### Power grid

Bar = 20 um. Pins as bars on the die edge. Tap cells in grey.
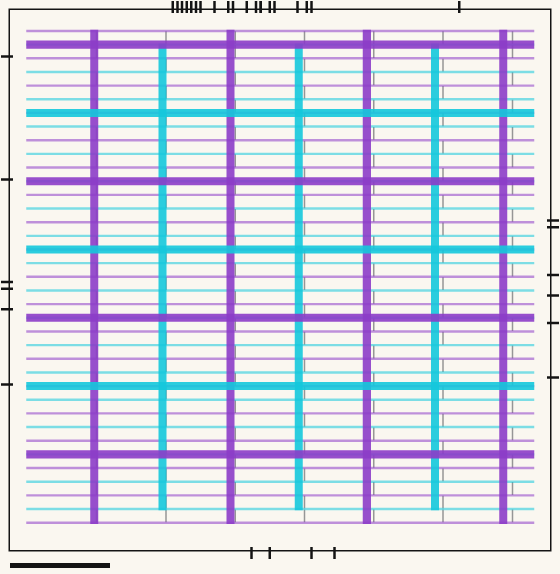
### Placed standard cells

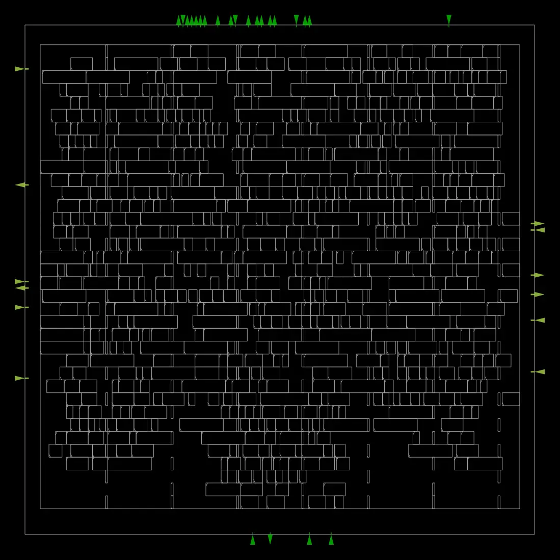
### Wires at chosen ports, followed through buffers

Bar = 20 um.
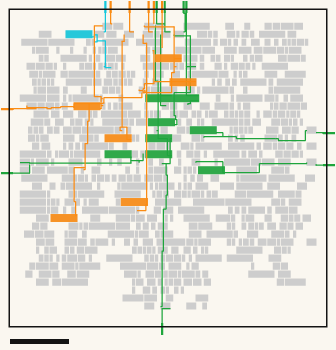
### Placement density heat map

Bar = 20 um. 11 x 11 tiles, from white (low) to dark blue (high), 0 to 100% covered.
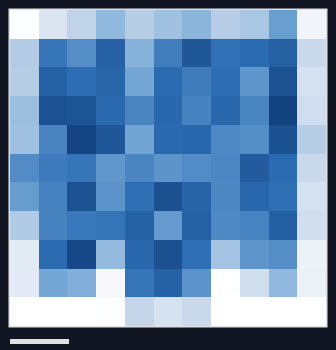
### Sequential cells grouped by signal name

Bar = 20 um.
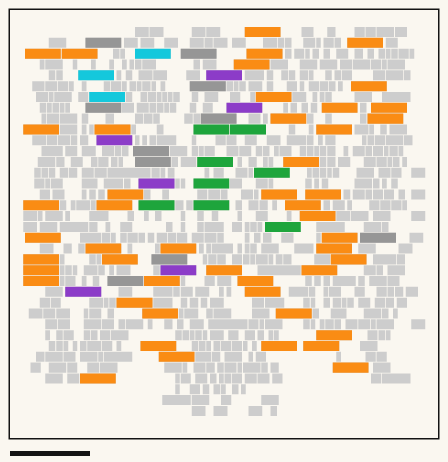
===== src/rtl/cv32e40p_ft_breakage_monitor.sv =====
// Breakage monitor for the triplicated IF-stage submodules.
// Each submodule owns a saturating up/down error counter; crossing the
// threshold sets a sticky broken flag and queues a one-shot event for the
// controller. A registered read port exposes any counter value.
module cv32e40p_ft_breakage_monitor #(
  parameter int unsigned N_SUB              = 6,
  parameter int unsigned COUNT_BIT          = 8,
  parameter int unsigned INC_DEC_BIT        = 2,
  parameter logic [INC_DEC_BIT-1:0] INCREMENT = INC_DEC_BIT'(1),
  parameter logic [INC_DEC_BIT-1:0] DECREMENT = INC_DEC_BIT'(1),
  parameter int unsigned BREAKING_THRESHOLD = 3,
  localparam int unsigned IDX_W             = $clog2(N_SUB)
) (
  input  logic                 clk,
  input  logic                 rst_n,
  input  logic [N_SUB-1:0]     err_i,
  input  logic                 clear_i,
  output logic [N_SUB-1:0]     broken_o,
  output logic                 any_broken_o,
  output logic                 evt_valid_o,
  output logic [IDX_W-1:0]     evt_idx_o,
  input  logic                 evt_ready_i,
  input  logic                 rd_en_i,
  input  logic [IDX_W-1:0]     rd_idx_i,
  output logic                 rd_valid_o,
  output logic [COUNT_BIT-1:0] rd_count_o,
  output logic                 rd_err_o
);

  // One extra bit of headroom so both overflow and underflow show up in the MSB.
  localparam int unsigned SUM_W = COUNT_BIT + 1;
  localparam logic [SUM_W-1:0]     INC_EXT = SUM_W'(INCREMENT);
  localparam logic [SUM_W-1:0]     DEC_EXT = SUM_W'(DECREMENT);
  localparam logic [COUNT_BIT-1:0] CNT_MAX = '1;
  localparam logic [COUNT_BIT-1:0] THRESH  = COUNT_BIT'(BREAKING_THRESHOLD);

  typedef enum logic {ST_IDLE, ST_REPORT} state_e;

  logic [COUNT_BIT-1:0] cnt_q [N_SUB];
  logic [COUNT_BIT-1:0] cnt_d [N_SUB];
  logic [SUM_W-1:0]     upd   [N_SUB];
  logic [N_SUB-1:0]     broken_q, broken_d;
  logic [N_SUB-1:0]     pending_q, pending_d;
  logic [N_SUB-1:0]     newly_broken;
  state_e               state_q;
  logic                 evt_valid_q;
  logic [IDX_W-1:0]     evt_idx_q;
  logic [IDX_W-1:0]     first_idx;
  logic                 evt_accept;
  logic                 rd_valid_q, rd_err_q;
  logic [COUNT_BIT-1:0] rd_count_q;
  logic [COUNT_BIT-1:0] rd_sel;
  logic                 rd_oob;

  assign evt_accept = evt_valid_q & evt_ready_i;
  assign rd_oob     = 32'(rd_idx_i) >= N_SUB;

  // Next counter values (clamped) and the resulting sticky broken flags.
  always_comb begin
    // NOTE: every signal driven here gets a default first, so no path leaves it unassigned and no latch is inferred.
    broken_d = broken_q;
    for (int k = 0; k < int'(N_SUB); k++) begin
      upd[k] = err_i[k] ? ({1'b0, cnt_q[k]} + INC_EXT) : ({1'b0, cnt_q[k]} - DEC_EXT);
      if (clear_i) begin
        cnt_d[k] = '0;
      end else if (upd[k][COUNT_BIT]) begin
        // MSB set: overflow when incrementing, borrow when decrementing.
        cnt_d[k] = err_i[k] ? CNT_MAX : '0;
      end else begin
        cnt_d[k] = upd[k][COUNT_BIT-1:0];
      end
      if (!clear_i && (cnt_d[k] >= THRESH)) broken_d[k] = 1'b1;
    end
    if (clear_i) broken_d = '0;
    newly_broken = broken_d & ~broken_q;
  end

  // Pending events: raised with the broken flag, dropped when accepted.
  always_comb begin
    pending_d = pending_q;
    if (evt_accept) pending_d[evt_idx_q] = 1'b0;
    pending_d = pending_d | newly_broken;
    if (clear_i) pending_d = '0;
  end

  // Lowest-index pending submodule wins arbitration.
  always_comb begin
    first_idx = '0;
    for (int k = int'(N_SUB) - 1; k >= 0; k--) begin
      if (pending_q[k]) first_idx = IDX_W'(k);
    end
  end

  // Read mux over the freshly updated counters; out-of-range selects nothing.
  always_comb begin
    rd_sel = '0;
    for (int k = 0; k < int'(N_SUB); k++) begin
      if (rd_idx_i == IDX_W'(k)) rd_sel = cnt_d[k];
    end
  end

  // Counter, broken and pending state.
  always_ff @(posedge clk or negedge rst_n) begin
    // NOTE: sequential state uses non-blocking assignments so all registers update from pre-edge values.
    if (!rst_n) begin
      // NOTE: the counter array is architectural state, so each entry is explicitly reset rather than left to power-up.
      for (int k = 0; k < int'(N_SUB); k++) cnt_q[k] <= '0;
      broken_q  <= '0;
      pending_q <= '0;
    end else begin
      for (int k = 0; k < int'(N_SUB); k++) cnt_q[k] <= cnt_d[k];
      broken_q  <= broken_d;
      pending_q <= pending_d;
    end
  end

  // Event FSM with registered valid/index outputs.
  always_ff @(posedge clk or negedge rst_n) begin
    if (!rst_n) begin
      state_q     <= ST_IDLE;
      evt_valid_q <= 1'b0;
      evt_idx_q   <= '0;
    end else if (clear_i) begin
      state_q     <= ST_IDLE;
      evt_valid_q <= 1'b0;
      evt_idx_q   <= '0;
    end else begin
      case (state_q)
        ST_IDLE: begin
          if (|pending_q) begin
            evt_idx_q   <= first_idx;
            evt_valid_q <= 1'b1;
            state_q     <= ST_REPORT;
          end
        end
        ST_REPORT: begin
          if (evt_accept) begin
            evt_valid_q <= 1'b0;
            state_q     <= ST_IDLE;
          end
        end
        default: begin
          evt_valid_q <= 1'b0;
          state_q     <= ST_IDLE;
        end
      endcase
    end
  end

  // Registered read port, one response per request, suppressed by clear.
  always_ff @(posedge clk or negedge rst_n) begin
    if (!rst_n) begin
      rd_valid_q <= 1'b0;
      rd_count_q <= '0;
      rd_err_q   <= 1'b0;
    end else if (clear_i) begin
      rd_valid_q <= 1'b0;
      rd_count_q <= '0;
      rd_err_q   <= 1'b0;
    end else if (rd_en_i) begin
      rd_valid_q <= 1'b1;
      rd_count_q <= rd_oob ? '0 : rd_sel;
      rd_err_q   <= rd_oob;
    end else begin
      rd_valid_q <= 1'b0;
    end
  end

  assign broken_o     = broken_q;
  assign any_broken_o = |broken_q;
  assign evt_valid_o  = evt_valid_q;
  assign evt_idx_o    = evt_idx_q;
  assign rd_valid_o   = rd_valid_q;
  assign rd_count_o   = rd_count_q;
  assign rd_err_o     = rd_err_q;

endmodule


===== config.mk =====
export PLATFORM = sky130hd
export DESIGN_NAME = cv32e40p_ft_breakage_monitor
export DESIGN_NICKNAME = d
export VERILOG_FILES = /design/src/rtl/cv32e40p_ft_breakage_monitor.sv
export SDC_FILE = /design/constraint.sdc
export NUM_CORES = 1
export LEC_CHECK = 0
export CAP_MARGIN = 20
export CORE_MARGIN = 3
export CORE_UTILIZATION = 55
export DETAILED_ROUTE_END_ITERATION = 10
export PLACE_DENSITY = 0.75
export SLEW_MARGIN = 20
export SYNTH_ARGS = -nofsm -noshare
export SYNTH_HDL_FRONTEND = slang
export SYNTH_SLANG_ARGS = --single-unit

===== constraint.sdc =====
create_clock -name clk -period 8.4 [get_ports clk]
set_clock_uncertainty 0.2 [all_clocks]
set_input_delay 2.52 -clock clk [delete_from_list [all_inputs] [get_ports clk]]
set_output_delay 2.52 -clock clk [all_outputs]
set_load 0.1 [all_outputs]

==> out/qor.txt <==
Status: complete, no violations
DRT iter0 DRCs: 456
DR WL met3: 759 um
Vias: 5106
Worst hold stages: 2
Initial DRT Pass Iterations: 5
Mapped Cells: 649
Post-DR vias/cell: 6.28
CP Buf/Inv Count: 2
CP Depth: 11
Worst Hold End: rd_count_o[4]$_DFFE_PN0P_
Clk ins delay skew pair: 350 ps
Placed cell count: 797
Gr ovfl total: 0
Post-CTS sizing: 0
Post-route ant nets: 0
Yosys adder share: 14.5%
Top cells excl fill/tap: 75 x dfrtp_1, 65 x a21oi_1, 64 x nor2_1, 46 x nand2_1, 44 x o21ai_0
Deepest clock path buffer count: 2
R2r setup slk: 5150 ps
Yosys cell count: 649
HP Class: reg -> reg
Clock-cell share: 3.58%
Reg2reg start: cnt_q[16]$_DFF_PN0_
Psw: 712 uW
Number of logic gates: 521
Die Size: 0.0116 sq mm
Mux frac, synth: 0.375%
Net Sw Frac: 43.7%
Comb pwr share: 50.8%
Max-cap violation count: 0
Largest Register: cnt_q
Post-synth EDFFs: 0
Post-DP Area: 0.00609 sq mm
CTS tree: done
Top Metal Used: met4
Cycle use final: 71.4%
Synth top cells by count: 75 x dfrtp_1, 65 x a21oi_1, 64 x nor2_1, 46 x nand2_1, 44 x o21ai_0
YS warnings: 0
Cell area after layout: 0.00632 sq mm
Area share, top type: 33.1%
YS chip area: 0.00567 sq mm
Syn Area/Cell: 8.74 sq um
CP max-delay cell: fa_1
Logic area: 0.00358 sq mm
Final RePlAce weighted congestion: 0.899
Seq. cell area: 0.00188 sq mm
Nets: 737
Max FFs per register: 48
Non-CTS inverters: 33
Distinct lib cells: 79
Compound Share, Synth: 28.5%
Hold Path Origin: rd_count_o[4]$_DFFE_PN0P_
M2 GR Usage: 42.0%
Seq cells post-synth: 75
Seq share, synth: 33.1%
Worst path cell trace: clkdlybuf4s50_1 > clkinv_1 > fa_1 > a211oi_2 > o211ai_2 > o21ai_2 > nor2_1 > o21ai_0 > nor3_1 > a2111oi_0 > a22oi_1
Largest net degree at the start of global routing: 76
Logic share of the area: 56.7%
Endpoints failing hold: 0
DR WL met2: 6.88 mm
Final WL: 14.3 mm
Clock network power: 316 uW
Worst setup path startpoint: err_i[0]
Pre-CTS setup slack: 2080 ps
Initial antenna violation count: 0
CP Capture Type: flop
Most frequent cell after synthesis: dfrtp_1
CP peak stage delay: 630 ps
Final Setup Violations: 0
Rows: 36
Post-route DRC: 0
Clk network pwr share: 19.4%
Post-synthesis net count: 711
Cts bufs inserted: 9
CTS Sinks: 75
Notes on 'Power grid' above:
legend:
  VSS:
    colour: purple
  VDD:
    colour: cyan
met1 rails: 37
met4 straps: 7
met5 straps: 7
peak supply drop: 125 uV
Die Height: 108 um

Notes on 'Placed standard cells' above:
flip-flops: 75
n_taps: 133
Placeable Area: 0.00991 sq mm
Util after Layout: 63.7%
non-filler instance count after layout: 813

Notes on 'Wires at chosen ports, followed through buffers' above:
legend:
  evt_valid_o:
    colour: cyan
    direction: output
    edge: north
    end_cells: 1
    buffers: 1
    wire: 27.6 um
  broken_o:
    colour: orange
    direction: output
    edge: 5 north, 1 west
    end_cells: 6
    buffers: 6
    wire: 364 um
  rd_count_o:
    colour: green
    direction: output
    edge: 4 north, 2 east, 1 west, 1 south
    end_cells: 8
    buffers: 8
    wire: 411 um
Ports: 35
Port Buf Inserts: 34

Notes on 'Placement density heat map' above:
tiles over 75% full: 29%
fullest tile: 93%
mean over tiles: 53%
emptiest ninth of the die: south-east
nearly empty tiles: 8.3%
Core Util at FP: 57.2%

Notes on 'Sequential cells grouped by signal name' above:
legend:
  cnt_q:
    colour: orange
    sequential_cells: 48
    where: spread over the die
  broken_o:
    colour: purple
    sequential_cells: 6
  rd_count_o:
    colour: green
    sequential_cells: 8
    where: centre
  evt_idx_o:
    colour: cyan
    sequential_cells: 3
seq pwr: 485 uW
flop share of the area: 29.7%

Power and IR drop assume default switching activity.
